Fig. 1: run 1, clock nets
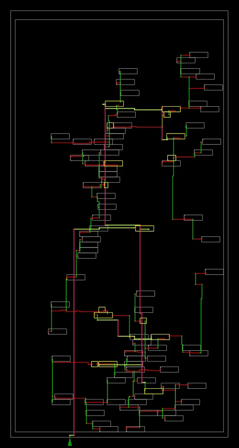
Fig. 2: run 1, gate families picked out
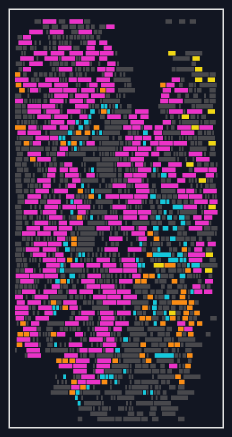
Fig. 3: run 1, clock distribution
Bar = 20 µm.
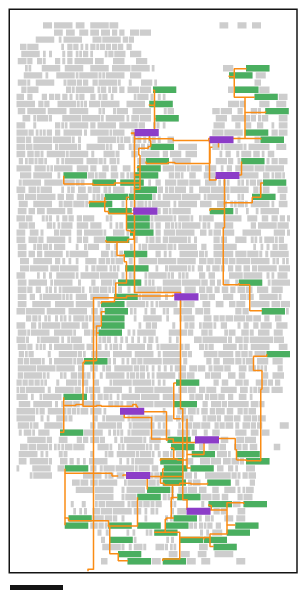
$ cat config.mk
export PLATFORM = sky130hd
export DESIGN_NAME = bilinear_pe_flat
export DESIGN_NICKNAME = d
export VERILOG_FILES = /design/src/rtl/bilinear_pe_if.sv /design/src/rtl/bilinear_pe.sv /design/src/flat_wrapper.sv
export SDC_FILE = /design/constraint.sdc
export NUM_CORES = 1
export LEC_CHECK = 0
export ABC_AREA = 0
export CAP_MARGIN = 20
export CORE_ASPECT_RATIO = 2
export CORE_MARGIN = 2
export CORE_UTILIZATION = 57
export CTS_CLUSTER_DIAMETER = 150
export DETAILED_ROUTE_END_ITERATION = 10
export PLACE_DENSITY = 0.8
export SETUP_SLACK_MARGIN = 0.15
export SKIP_LAST_GASP = 1
export SYNTH_ARGS = -nofsm -noshare
export SYNTH_HDL_FRONTEND = slang
export SYNTH_SLANG_ARGS = --single-unit
$ cat constraint.sdc
create_clock -name clk -period 5.7 [get_ports clk]
set_input_delay 0.57 -clock clk [delete_from_list [all_inputs] [get_ports clk]]
set_output_delay 0.57 -clock clk [all_outputs]
set_load 0.03 [all_outputs]
$ cat src/rtl/bilinear_pe_if.sv
// Pixel stream interface for the bilinear interpolation stage.
// Carries the four neighbour pixels and the fractional offsets in, and the
// interpolated pixel out. The master drives the neighbour pixels and
// OUT_READY. The slave, which is the PE, drives IN_READY and the result.
//
// Handshake semantics (both directions): a beat transfers on a rising clk
// edge where VALID && READY. While VALID is high and READY is low, the
// sender holds VALID and its payload stable. VALID never depends
// combinationally on READY. READY may depend combinationally on the
// receiver's state and on the opposite-side READY.
interface bilinear_pe_if #(
    parameter int DATA_W = 8,
    parameter int FRAC_W = 4
);
    logic              IN_VALID;
    logic              IN_READY;
    logic [DATA_W-1:0] P00;
    logic [DATA_W-1:0] P10;
    logic [DATA_W-1:0] P01;
    logic [DATA_W-1:0] P11;
    logic [FRAC_W-1:0] FX;
    logic [FRAC_W-1:0] FY;
    logic              OUT_VALID;
    logic              OUT_READY;
    logic [DATA_W-1:0] O_DATA;
    logic              OUT_LAST;

    modport master (
        output IN_VALID, P00, P10, P01, P11, FX, FY, OUT_READY,
        input  IN_READY, OUT_VALID, O_DATA, OUT_LAST
    );

    modport slave (
        input  IN_VALID, P00, P10, P01, P11, FX, FY, OUT_READY,
        output IN_READY, OUT_VALID, O_DATA, OUT_LAST
    );
endinterface

$ cat src/rtl/bilinear_pe.sv
// Bilinear interpolation processing element: a three-stage pipeline with a
// single global stall. The stages are the horizontal blend, the vertical
// blend, and the normalisation shift. The PE also counts output pixels per
// frame, flags the last pixel and pulses DONE when a frame completes.
// Optional build macro BILERP_ROUND_EN: when it is defined, the last stage
// rounds half-up. When it is undefined, the last stage truncates.
module bilinear_pe #(
    parameter int DATA_W = 8,
    parameter int FRAC_W = 4,
    parameter int DIM_W  = 7
) (
    input  logic             clk,
    input  logic             RST_N,
    input  logic             START,
    input  logic [DIM_W-1:0] OUT_W,
    input  logic [DIM_W-1:0] OUT_H,
    output logic             DONE,
    bilinear_pe_if.slave     bus
);
    localparam int TW = DATA_W + FRAC_W;    // one-axis blend width
    localparam int VW = DATA_W + 2*FRAC_W;  // two-axis blend width
    localparam int CW = 2*DIM_W;            // pixel counter width
    localparam logic [FRAC_W:0] W_ONE = {1'b1, {FRAC_W{1'b0}}};
`ifdef BILERP_ROUND_EN
    localparam logic [VW-1:0] RND = VW'(1) << (2*FRAC_W - 1);
`endif

    logic              advance;
    logic              in_hs;
    logic              out_hs;
    logic              out_last;

    logic [FRAC_W:0]   wx0_c;
    logic [FRAC_W:0]   wy0_c;
    logic [TW-1:0]     top_c;
    logic [TW-1:0]     bot_c;
    logic [VW-1:0]     v_c;
    logic [VW-1:0]     v_rnd_c;
    logic [DATA_W-1:0] pix_c;

    logic              s1_valid;
    logic [TW-1:0]     s1_top;
    logic [TW-1:0]     s1_bot;
    logic [FRAC_W:0]   s1_wy0;
    logic [FRAC_W-1:0] s1_fy;
    logic              s2_valid;
    logic [VW-1:0]     s2_v;
    logic              out_valid;
    logic [DATA_W-1:0] o_data;

    logic [CW-1:0]     cnt;
    logic [CW-1:0]     frame_total;
    logic [DIM_W-1:0]  w_lat;
    logic [DIM_W-1:0]  h_lat;
    logic              done_q;

    // The whole pipe moves together. It stalls only when a held result is
    // refused downstream.
    assign advance      = !out_valid || bus.OUT_READY;
    assign bus.IN_READY = advance && !START;
    assign in_hs        = bus.IN_VALID && bus.IN_READY;
    assign out_hs       = out_valid && bus.OUT_READY;

    // A zero-sized frame has no last pixel, so the compare is gated on a
    // non-zero product instead of relying on the wrapped value of total-1.
    assign frame_total = CW'(w_lat) * CW'(h_lat);
    assign out_last    = out_valid && (frame_total != '0) &&
                         (cnt == frame_total - CW'(1));

    assign bus.OUT_VALID = out_valid;
    assign bus.O_DATA    = o_data;
    assign bus.OUT_LAST  = out_last;
    assign DONE          = done_q;

    // Datapath for each stage: the weights, the two blends, and the final
    // normalisation.
    always_comb begin
        wx0_c = W_ONE - {1'b0, bus.FX};
        wy0_c = W_ONE - {1'b0, bus.FY};
        top_c = TW'(wx0_c) * TW'(bus.P00) + TW'(bus.FX) * TW'(bus.P10);
        bot_c = TW'(wx0_c) * TW'(bus.P01) + TW'(bus.FX) * TW'(bus.P11);
        v_c   = VW'(s1_wy0) * VW'(s1_top) + VW'(s1_fy) * VW'(s1_bot);
`ifdef BILERP_ROUND_EN
        v_rnd_c = s2_v + RND;
`else
        v_rnd_c = s2_v;
`endif
        // Largest V plus rounding still fits VW bits, and the shifted value
        // never exceeds the pixel maximum, so no clamp is needed.
        pix_c = DATA_W'(v_rnd_c >> (2*FRAC_W));
    end

    // Pipeline registers. START flushes the valids. Otherwise every stage
    // loads together on advance, so bubbles travel with the data.
    always_ff @(posedge clk or negedge RST_N) begin
        if (!RST_N) begin
            s1_valid  <= 1'b0;
            s1_top    <= '0;
            s1_bot    <= '0;
            s1_wy0    <= '0;
            s1_fy     <= '0;
            s2_valid  <= 1'b0;
            s2_v      <= '0;
            out_valid <= 1'b0;
            o_data    <= '0;
        end else if (START) begin
            s1_valid  <= 1'b0;
            s2_valid  <= 1'b0;
            out_valid <= 1'b0;
        end else if (advance) begin
            s1_valid  <= in_hs;
            s1_top    <= top_c;
            s1_bot    <= bot_c;
            s1_wy0    <= wy0_c;
            s1_fy     <= bus.FY;
            s2_valid  <= s1_valid;
            s2_v      <= v_c;
            out_valid <= s2_valid;
            o_data    <= pix_c;
        end
    end

    // Frame bookkeeping. START latches the frame size and restarts the
    // count. The last-pixel handshake wraps the counter and raises DONE
    // for one cycle.
    always_ff @(posedge clk or negedge RST_N) begin
        if (!RST_N) begin
            cnt    <= '0;
            w_lat  <= '0;
            h_lat  <= '0;
            done_q <= 1'b0;
        end else if (START) begin
            cnt    <= '0;
            w_lat  <= OUT_W;
            h_lat  <= OUT_H;
            done_q <= 1'b0;
        end else begin
            done_q <= out_hs && out_last;
            if (out_hs) begin
                cnt <= out_last ? '0 : cnt + CW'(1);
            end
        end
    end
endmodule

$ cat src/flat_wrapper.sv
// flat-port wrapper written by rule: the top's interface ports become plain ports
module bilinear_pe_flat 
#(
    parameter int DATA_W = 8,
    parameter int FRAC_W = 4,
    parameter int DIM_W  = 7
)
  (clk, RST_N, START, OUT_W, OUT_H, DONE, bus_IN_VALID, bus_P00, bus_P10, bus_P01, bus_P11, bus_FX, bus_FY, bus_OUT_READY, bus_IN_READY, bus_OUT_VALID, bus_O_DATA, bus_OUT_LAST);
  bilinear_pe_if #(.DATA_W(DATA_W), .FRAC_W(FRAC_W)) bus_i ();
  input  logic clk;
  input  logic RST_N;
  input  logic START;
  input  logic [DIM_W-1:0] OUT_W;
  input  logic [DIM_W-1:0] OUT_H;
  output logic DONE;
  input wire logic [$bits(bus_i.IN_VALID)-1:0] bus_IN_VALID;
  input wire logic [$bits(bus_i.P00)-1:0] bus_P00;
  input wire logic [$bits(bus_i.P10)-1:0] bus_P10;
  input wire logic [$bits(bus_i.P01)-1:0] bus_P01;
  input wire logic [$bits(bus_i.P11)-1:0] bus_P11;
  input wire logic [$bits(bus_i.FX)-1:0] bus_FX;
  input wire logic [$bits(bus_i.FY)-1:0] bus_FY;
  input wire logic [$bits(bus_i.OUT_READY)-1:0] bus_OUT_READY;
  output wire logic [$bits(bus_i.IN_READY)-1:0] bus_IN_READY;
  output wire logic [$bits(bus_i.OUT_VALID)-1:0] bus_OUT_VALID;
  output wire logic [$bits(bus_i.O_DATA)-1:0] bus_O_DATA;
  output wire logic [$bits(bus_i.OUT_LAST)-1:0] bus_OUT_LAST;
  assign bus_i.IN_VALID = bus_IN_VALID;
  assign bus_i.P00 = bus_P00;
  assign bus_i.P10 = bus_P10;
  assign bus_i.P01 = bus_P01;
  assign bus_i.P11 = bus_P11;
  assign bus_i.FX = bus_FX;
  assign bus_i.FY = bus_FY;
  assign bus_i.OUT_READY = bus_OUT_READY;
  assign bus_IN_READY = bus_i.IN_READY;
  assign bus_OUT_VALID = bus_i.OUT_VALID;
  assign bus_O_DATA = bus_i.O_DATA;
  assign bus_OUT_LAST = bus_i.OUT_LAST;
  bilinear_pe #(.DATA_W(DATA_W), .FRAC_W(FRAC_W), .DIM_W(DIM_W)) u_core (.clk(clk), .RST_N(RST_N), .START(START), .OUT_W(OUT_W), .OUT_H(OUT_H), .DONE(DONE), .bus(bus_i));
endmodule
==> changes_impl.md, run 1 <==
## Implementation

- Status: complete, but fails checks
- Failing checks: setup timing
- DR top layer: met4
- Top logic cells by instance count in the layout: 257 x nand2_1, 194 x fa_1, 191 x inv_1
- WL/cell: 16.9 µm
- Final Core Density: 66.7%
- Placed cell count: 1722
- CP required: 5.13 ns
- Tapcell Cnt: 273
- Ys async rst share: 100%
- Synth area leaders: fa_1 31%, dfrtp_1 16%, ha_1 11%, nand2_1 7.7%, and2_1 7.4%
- Critical path arrival: 5.50 ns
- Clk slew on worst S/H paths: 0.07 ns
- Sw Ratio: 49.0%
- Crit path kind: flip-flop to output port
- Int Pwr: 3.86 mW
- Worst path max stage delay: 0.59 ns
- Vias: 9731
- Routability Congestion: 0.863
- Ys Warns: 0
- Met2 WL: 17700 µm
- Die Footprint: 23300 µm²
- Flop+latch power: 935 µW
- CP delay by family, top: adder cells
- Bufs w/o clock: 138
- # IOs: 71
- Share of post-route cells with drive strength above 1: 10.1%
- Worst Setup End Kind: output port
- Design area: 14400 µm²
- Fin worst setup slack: -0.372 ns
- Number of fill cells: 1691
- Core Rows: 76
- ClkCell Share: 1.98%
- GRT Resource Usage Total: 27.1%
- Die y size: 214 µm
- Max-slew headroom at the worst pin: 58.0%
- CP Capture Point: bus_OUT_LAST
- Pwr/cell area: 525 nW/µm²
- Worst slack, placed: -0.135 ns
- Comb power frac: 80.0%
- DRT iter0 DRCs: 340
- Leak Pwr: 7.01 nW
- Avg Cell Area, Syn: 9.22 µm²
- Layout area overhead: 14.7%
- WHS: 0.167 ns
- Final setup viols: 1
- Seq area share: 13.9%
- TritonCTS clock tree: yes
- Vias in the first global route: 10857
- Final count of pins violating max slew: 0
- Critical Path Stages: 17
- Hold Fails Final Rpt: 0
- Max_cap viols: 0
- Hold Crit Class: input port to async pin
- Chip Area, Yosys: 12600 µm²
- Metal1 wirelength: 8800 µm
- R2r startpoint: u_core.h_lat[3]
- Initial antenna violation count: 0
- Count leader, synth: nand2_1
- Max Fanout on Critical Path: 4
- Hold-fix buffers, CTS: 0
- VDD IR max: 0.343 mV
Notes on Fig. 1 above:
CTS buffer count: 9
Latency at later pin: 0.36 ns
Worst Clk Skew: 0.00951 ns
# clk buffers: 9
Seq Cell Count: 80

Notes on Fig. 2 above:
adder and majority cells: shown in magenta, cells 308, where all over the die. XOR/XNOR gates: shown in orange, cells 75. inverting AOI/OAI gates: shown in cyan, cells 94. multiplexers: shown in yellow, cells 16.
final cell count without fillers: 1744
Comb area share: 67.9%
most numerous logic cell after layout: nand2_1

Notes on Fig. 3 above:
cells driving clock nets: shown in purple, count 9. flip-flops: shown in green, count 80. clock wires: shown in orange, length 1320 µm.
There are 10 routed clock nets.

run 1: registers in the layout, indices dropped and copies added, names as in the netlist, 4 cells and up:
register,count
u_core.h_lat,7
u_core.s2_v,8
u_core.cnt,14
u_core.s1_fy,4
u_core.w_lat,7
u_core.bus.O_DATA,8
u_core.s1_top,12
u_core.s1_bot,12
u_core.s1_wy0,4
run 1: cell families after synthesis:
group	count (synthesis)	synth area share, %
compound gates	120	6.60
xor+xnor	75	5.34
fa+ha+maj	308	42.3
buf+inv	237	7.30
flops	80	15.9
mux	16	1.42
simple gates	526	21.1
run 1: repair_timing:
item / in CTS / in global routing
resized: 8 / 21
buffers inserted: 4 / 1
setup endpoints to repair: 13 / 20
pin swaps: 7 / 10
==> inputs of run 2 (changes only) <==
- CTS_CLUSTER_DIAMETER: 150 -> unset
Fig. 4: run 2, clock nets
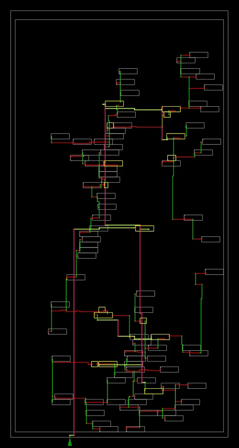
Sinks on Clock Net: 80
Clock group: 579 µW

Fig. 5: run 2, clock distribution
Bar = 20 µm.
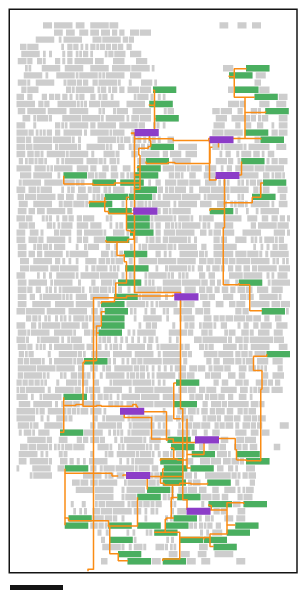
cells driving clock nets: shown in purple, count 9. flip-flops: shown in green, count 80. clock wires: shown in orange, length 1320 µm.
There are 10 routed clock nets.
Clock Power Share: 7.7%

==> run 2 against run 1 <==
The run still ends with setup timing left. Hold slack did not move. Sequential power barely moved. Global-route usage did not move. First-iteration DRC count did not move. Flip-flop count did not move. Critical path depth did not move. Via count did not move. Register-to-register slack barely moved. Critical path type unchanged.
==> changes_impl.md, run 2 <==
## Implementation

- Status: complete, but fails checks
- Failing checks: setup timing
- Hold Fails Final Rpt: 0 (unchanged)
- Netlist cell types: 65
- RSZ-0062 raised after global routing: true
- Synth cell count leaders: 258 x nand2_1, 195 x fa_1, 191 x inv_1
- Die Footprint: 23300 µm² (unchanged)
- Worst slack, placed: -0.135 ns (unchanged)
- WHS: 0.167 ns (unchanged)
- Number of fill cells: 1691 (unchanged)
- VDD IR max: 0.343 mV (unchanged)
- Placed cell count: 1722 (unchanged)
- Mapped cell area: 12600 µm²
- CP required: 5.13 ns (about the same)
- Simple share: 21.1% (unchanged)
- DRT iter0 DRCs: 340 (unchanged)
- Top flop regs: u_core.cnt x14, u_core.s1_bot x12, u_core.s1_top x12
- Vias in the first global route: 10857 (unchanged)
- Layout area overhead: 14.7% (unchanged)
- Hold-fix buffers, CTS: 0 (unchanged)
- # clk buffers: 9 (unchanged)
- Hold Crit Class: input port to async pin
- Port buffer count: 70
- Sw Ratio: 49.0% (unchanged)
- Crit path launch type: flip-flop
- WL/cell: 16.9 µm (unchanged)
- Ys async rst share: 100% (unchanged)
- R2r startpoint: u_core.h_lat[3]
- Tool warnings: 30
- Flip-flops with a built-in enable: 0
- Synth Instances: 1362
- Final setup viols: 1 (unchanged)
- ClkCell Share: 1.98% (unchanged)
- Vias: 9731 (unchanged)
- Avg Cell Area, Syn: 9.22 µm² (unchanged)
- Most numerous logic cell after layout: nand2_1
- Post-DP Area: 13900 µm²
- Adder Share, Synth: 42.3% (unchanged)
- Buffering overhead: 8.82%
- Ys Warns: 0 (unchanged)
- Yosys aoi share: 6.60% (unchanged)
- Clk slew on worst S/H paths: 0.07 ns (about the same)
- Worst Clk Skew: 0.00951 ns (unchanged)
- Post-cts gate resize count: 8 (unchanged)
- Leak Pwr: 7.01 nW (unchanged)
- Crit path kind: flip-flop to output port
- Net Count, Synth: 1729
- Largest class: combinational gates
- Int Pwr: 3.86 mW (unchanged)
- Final period utilization: 107%
- WP buf/inv: 2
- Hpwl dp: 24600 µm
- Final Core Density: 66.7% (unchanged)
- Latency at later pin: 0.36 ns (about the same)
- Mux frac, synth: 1.42% (unchanged)
- Worst Setup End Kind: output port
- Critical path arrival: 5.50 ns (about the same)
- Design area: 14400 µm² (unchanged)
- Share of post-route cells with drive strength above 1: 10.1% (unchanged)
- Comb area leader: adder cells
- Fin worst setup slack: -0.372 ns (unchanged)
- Synth area leaders: fa_1 31%, dfrtp_1 16%, ha_1 11%, nand2_1 7.7%, and2_1 7.4%
- Core Rows: 76 (unchanged)
- Vias/cell: 5.58
- Ys flops: 80
- Seq share, synth: 15.9%
- Worst-Margin Slew: 0.625 ns
- Reg power frac: 12.4%
- Tapcell Cnt: 273 (unchanged)
- Post-route ant nets: 0
- Bufs w/o clock: 138 (unchanged)
- Comb power frac: 80.0% (about the same)
- Top logic cells by instance count in the layout: 257 x nand2_1, 194 x fa_1, 191 x inv_1
- Max_cap viols: 0 (unchanged)
- Worst path max stage delay: 0.59 ns (about the same)
- Routability Congestion: 0.863 (unchanged)
- CP Capture Point: bus_OUT_LAST
- CP cell instances: nand2_2 -> fa_2 -> fa_1 -> fa_1 -> inv_1 -> fa_1 -> ha_1 -> a21o_1 -> or3b_4 -> o211ai_1 -> nor4_2 -> nand4_1 -> mux2_4 -> or3_4 -> a211o_4 -> nor2_4 -> buf_12
- Pre-antenna DRT Iters: 6
- CTS buffer count: 9 (unchanged)
- Pwr/cell area: 525 nW/µm² (unchanged)
- Seq area share: 13.9% (unchanged)
- FF-to-FF setup slack: 0.19 ns
- Largest Register: u_core.cnt
- Die y size: 214 µm (unchanged)
- Max Fanout on Critical Path: 4 (unchanged)
- Clock root buffer: clkbuf_16
- Count leader, synth: nand2_1
- Global-route wire length before repair: 48900 µm
- Non-clk invs: 192
- GRT Resource Usage Total: 27.1% (unchanged)
- Register Area: 2000 µm²
- Critical Path Stages: 17 (unchanged)
- Comb area share: 67.9% (unchanged)
- Yosys xor share: 5.34% (unchanged)
- DRT Wirelength: 29500 µm
- Area leader share: 31.1%
- Crit path from: u_core.w_lat[4]
- Largest net degree at the start of global routing: 81
- Nets: 1833
- TritonCTS clock tree: yes
- Most frequent CP cell: fa_1
- Seq Cell Count: 80 (unchanged)
- Max Freq: 165 MHz
- Chip Area, Yosys: 12600 µm² (unchanged)
- Ys flop type: dfrtp_1
- # IOs: 71 (unchanged)
- Post-CTS Setup Inserts: 4 (unchanged)
- Max-slew headroom at the worst pin: 58.0% (unchanged)
- Net load switching power: 3.70 mW
- Clock buffer depth: 2
- CTS H-tree lvls: 3
- Max FFs per register: 14 (unchanged)
- Tot Pwr: 7.56 mW
- Final cell count without fillers: 1744 (unchanged)
- CP delay by family, top: adder cells
- Final count of pins violating max slew: 0 (unchanged)
- Initial antenna violation count: 0 (unchanged)
- Core area: 21600 µm²
- Die width: 109 µm
- Fp util: 58.2%
## run 2: cell counts after synthesis
Identical to the previous run, type by type.
## run 2: power by group through the flow
stage                     clock, mW  sequential, mW  combinational [mW]
after detailed placement          0           0.941                5.85
final                         0.579           0.935                6.05
after global routing          0.610           0.951                6.86
after global placement            0           0.934                5.56
after CTS                     0.590           0.929                5.99
after floorplan                   0           0.887                4.30
## run 2: per-layer routing
metal | vias up | GRT usage [%] | wire (µm)
li1 | 4494 | - | -
met1 | 4885 | 24.0 | 8800
met2 | 223 | 52.4 | 17700
met3 | 129 | 3.71 | 820
met4 | 0 | 19.7 | 2140
met5 | - | 0 | 0
## run 2: worst reg2reg max path: cells and delay by family (launching register included)
family	cells	cell delay, ns
simple gates	5	1.28
flops	1	0.38
buf+inv	5	0.66
fa+ha+maj	5	2.11
compound gates	5	0.96
Fig. 6: run 2, gate families picked out
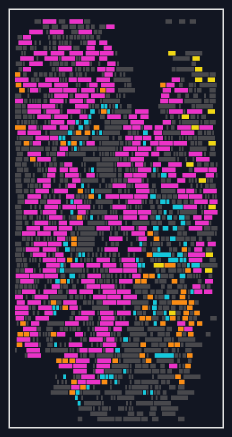

==> inputs of run 3 (changes only) <==
- CAP_MARGIN: 20 -> 30
Fig. 7: run 3, gate families picked out
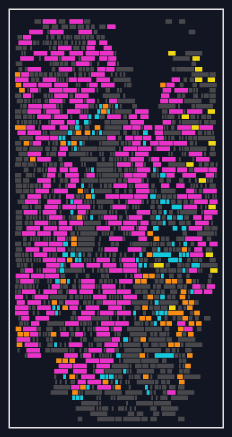
inverting AOI/OAI gates: shown in cyan, cells 94. multiplexers: shown in yellow, cells 16. adder and majority cells: shown in magenta, cells 308, where all over the die. XOR/XNOR gates: shown in orange, cells 75.
final cell count without fillers: 1747
Comb area share: 67.7%

==> run 3 against run 2 <==
Fmax down 1.7%. Sequential power decreased by 0.5%. Highest routed layer unchanged. Die size did not move. Wire length fell by 0.10%. Register-to-register slack worse by 0.19 ns. The flow still finishes with violations (setup timing). Global-route usage about the same. Largest power group unchanged.
==> changes_impl.md, run 3 <==
## Implementation

- Sw Ratio: 49.0% (about the same)
- Net Count, Synth: 1729 (unchanged)
- Synth area leaders: fa_1 31%, dfrtp_1 16%, ha_1 11%, nand2_1 7.7%, and2_1 7.4%
- Ys Warns: 0 (unchanged)
- Flop+latch power: 930 µW (-0.5%)
- Met3 usage: 3.38% (-0.33 points)
- Remaining DRCs: 0
- WL/cell: 16.9 µm (-0.27%)
- Top power group: combinational cells
- Bufs w/o clock: 141 (+2.2%)
- Logic area: 9750 µm²
- Met2 WL: 17400 µm (-1.9%)
- WP buf/inv: 4 (+2)
- Reg power frac: 12.4% (about the same)
- Routability Congestion: 0.863 (unchanged)
- Number of fill cells: 1699 (+0.47%)
- CTS buffer count: 9 (unchanged)
- Final Critical Period: 6.18 ns
- Post-CTS Setup Inserts: 2 (-2)
- Clk slew on worst S/H paths: 0.07 ns (about the same)
- Gr ovfl total: 0
- Die width: 109 µm (unchanged)
- Count leader, synth: nand2_1
- Cell type with the largest total area: fa_1
- Worst path max stage delay: 0.59 ns (about the same)
- Crit path kind: flip-flop to output port
- Adder Share, Synth: 42.3% (unchanged)
- CTS H-tree lvls: 3 (unchanged)
- Vias in the first global route: 10943 (+0.79%)
- Int Pwr: 3.84 mW (-0.46%)
- Max Fanout on Critical Path: 4 (unchanged)
- Yosys aoi share: 6.60% (unchanged)
- Largest net degree at the start of global routing: 69 (-15%)
- Mapped cell area: 12600 µm² (unchanged)
- Met2 usage: 52.8% (+0.35 points)
- # IOs: 71 (unchanged)
- Ys flops: 80 (unchanged)
- Ys flop type: dfrtp_1
- Synth cell count leaders: 258 x nand2_1, 195 x fa_1, 191 x inv_1
- DRT Wirelength: 29500 µm (-0.10%)
- Logic power comb: 6.01 mW (-0.7%)
- Die y size: 214 µm (unchanged)
- Synth Instances: 1362 (unchanged)
- Vias: 9739 (+0.082%)
- Area leader share: 31.1% (unchanged)
- Ys async rst share: 100% (unchanged)
- DR top layer: met4
- Routed wl met3: 935 µm (+14%)
- Core Rows: 76 (unchanged)
- Initial antenna violation count: 0 (unchanged)
- Seq share, synth: 15.9% (unchanged)
- Worst slack, placed: -0.135 ns (+0.000225 ns)
- Tapcell Cnt: 273 (unchanged)
- CP required: 5.13 ns (about the same)
- Yosys xor share: 5.34% (unchanged)
- Clock root buffer: clkbuf_16
- Top flop regs: u_core.cnt x14, u_core.s1_bot x12, u_core.s1_top x12
- Nets: 1836 (+0.16%)
- Leak Pwr: 7.02 nW (+0.14%)
- Mux frac, synth: 1.42% (unchanged)
- Port buffer count: 70 (unchanged)
- Comb power frac: 79.9% (about the same)
- Max_cap viols: 0 (unchanged)
- Status: complete, but fails checks
- Avg Cell Area, Syn: 9.22 µm² (unchanged)
- Share of post-route cells with drive strength above 1: 9.63% (-0.43 points)
- Failing checks: setup timing
- Netlist cell types: 65 (unchanged)
- Buffering overhead: 8.99% (+0.16 points)
- Yosys cell count: 1362
- Metal1 wirelength: 8910 µm (+1.2%)
- Seq Cell Count: 80 (unchanged)
- Met1 Use GR: 24.4% (+0.42 points)
- Hpwl dp: 24800 µm (+0.66%)
- Crit path launch type: flip-flop
- Most numerous logic cell after layout: nand2_1
- Final period utilization: 108% (+1.8 points)
- Layout area overhead: 14.6% (about the same)
- Die Footprint: 23300 µm² (unchanged)
- RSZ-0062 raised after global routing: true
- Ant. Diodes: 0
- Vias/cell: 5.57 (about the same)
- Hold-fix buffers, CTS: 0 (unchanged)
- Pre-antenna DRT Iters: 5 (-1)
- Largest class: combinational gates
- Post-route ant nets: 0 (unchanged)
- Max FFs per register: 14 (unchanged)
- Final Core Density: 66.7% (about the same)
- Fp util: 58.2% (unchanged)
- Most frequent CP cell: fa_1
- Net load switching power: 3.68 mW (-0.48%)
- GR peak layer: met2
- # clk buffers: 9 (unchanged)
- WHS: 0.174 ns (+0.00661 ns)
- Clock buffer depth: 2 (unchanged)
- Critical path arrival: 5.61 ns (+0.11 ns)
- Worst-Margin Slew: 0.675 ns (+0.0496 ns)
- Max-slew headroom at the worst pin: 54.7% (-3.3 points)
- Register Area: 2000 µm² (unchanged)
- Post-cts gate resize count: 4 (-4)
- Core area: 21600 µm² (unchanged)
- Tot Pwr: 7.52 mW (-0.47%)
- GRT Resource Usage Total: 27.2% (+0.048 points)
- Final setup viols: 2 (+1)
- Hold Fails Final Rpt: 0 (unchanged)
- Sinks on Clock Net: 80 (unchanged)
- Latency at later pin: 0.36 ns (about the same)
- Comb area leader: adder cells
- Multi-In Gates: 1045
- VDD IR max: 0.405 mV (+18%)
- CP delay by family, top: adder cells
- Global-route wire length before repair: 49300 µm (+0.75%)
- Design area: 14400 µm² (about the same)
- Simple share: 21.1% (unchanged)
- Seq area share: 13.9% (about the same)
- Fin worst setup slack: -0.476 ns (-0.104 ns)
- Top logic cells by instance count in the layout: 257 x nand2_1, 194 x fa_1, 191 x inv_1
- CP cell instances: nand2_2 -> fa_2 -> fa_1 -> fa_1 -> inv_1 -> fa_1 -> ha_1 -> a21o_1 -> buf_4 -> buf_4 -> nor4_4 -> a21oi_2 -> or3_1 -> o21ai_0 -> a21oi_1 -> nand2b_1 -> a211o_4 -> nor2_4 -> buf_12
- Pwr/cell area: 523 nW/µm² (-0.37%)
- Chip Area, Yosys: 12600 µm² (unchanged)
- ClkCell Share: 1.98% (about the same)
- Setup TNS: -0.480 ns
- Tool warnings: 30 (unchanged)
- Clock Power Share: 7.7% (about the same)
- CP max stage cell: fa_2
- Post-DP Area: 14000 µm² (+0.20%)
- Final count of pins violating max slew: 0 (unchanged)
- Flip-flops with a built-in enable: 0 (unchanged)
- Placed cell count: 1723 (+0.058%)
- Non-clk invs: 192 (unchanged)
- Max Freq: 162 MHz (-1.7%)
- DRT iter0 DRCs: 379 (+11%)
- TritonCTS clock tree: yes
- Hold Crit Class: input port to async pin
- Worst Setup End Kind: output port
- Largest Register: u_core.cnt
Fig. 8: run 3, clock nets
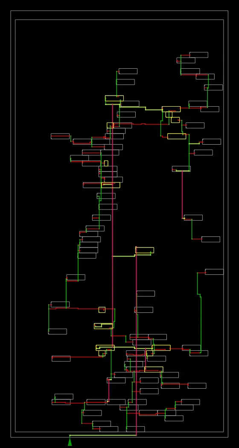
Worst Clk Skew: 0.00730 ns
Clock group: 580 µW

==> run 3: cell counts after synthesis <==
No cell type changed its count.
==> run 3: kinds of logic after synthesis <==
kind of cell,Yosys count
buf+inv,237
simple gates,526
fa+ha+maj,308
compound gates,120
xor+xnor,75
mux,16
flops,80
==> run 3: final timing paths <==
path	startpoint	end	slack [ns]	cells past startpoint
max	u_core.w_lat[4]	bus_OUT_LAST	-0.48	19
min	RST_N	u_core.bus.O_DATA[3]	0.17	1
max reg2reg	u_core.w_lat[4]	u_core.cnt[2]	0	20
min reg2reg	u_core.s2_v[14]	u_core.bus.O_DATA[6]	0.47	2
max in group asynchronous	RST_N	u_core.h_lat[6]	4.88	2
min in group clk	u_core.s2_v[14]	u_core.bus.O_DATA[6]	0.47	2
Power figures rest on the tool's default switching activity, not on a simulated workload.
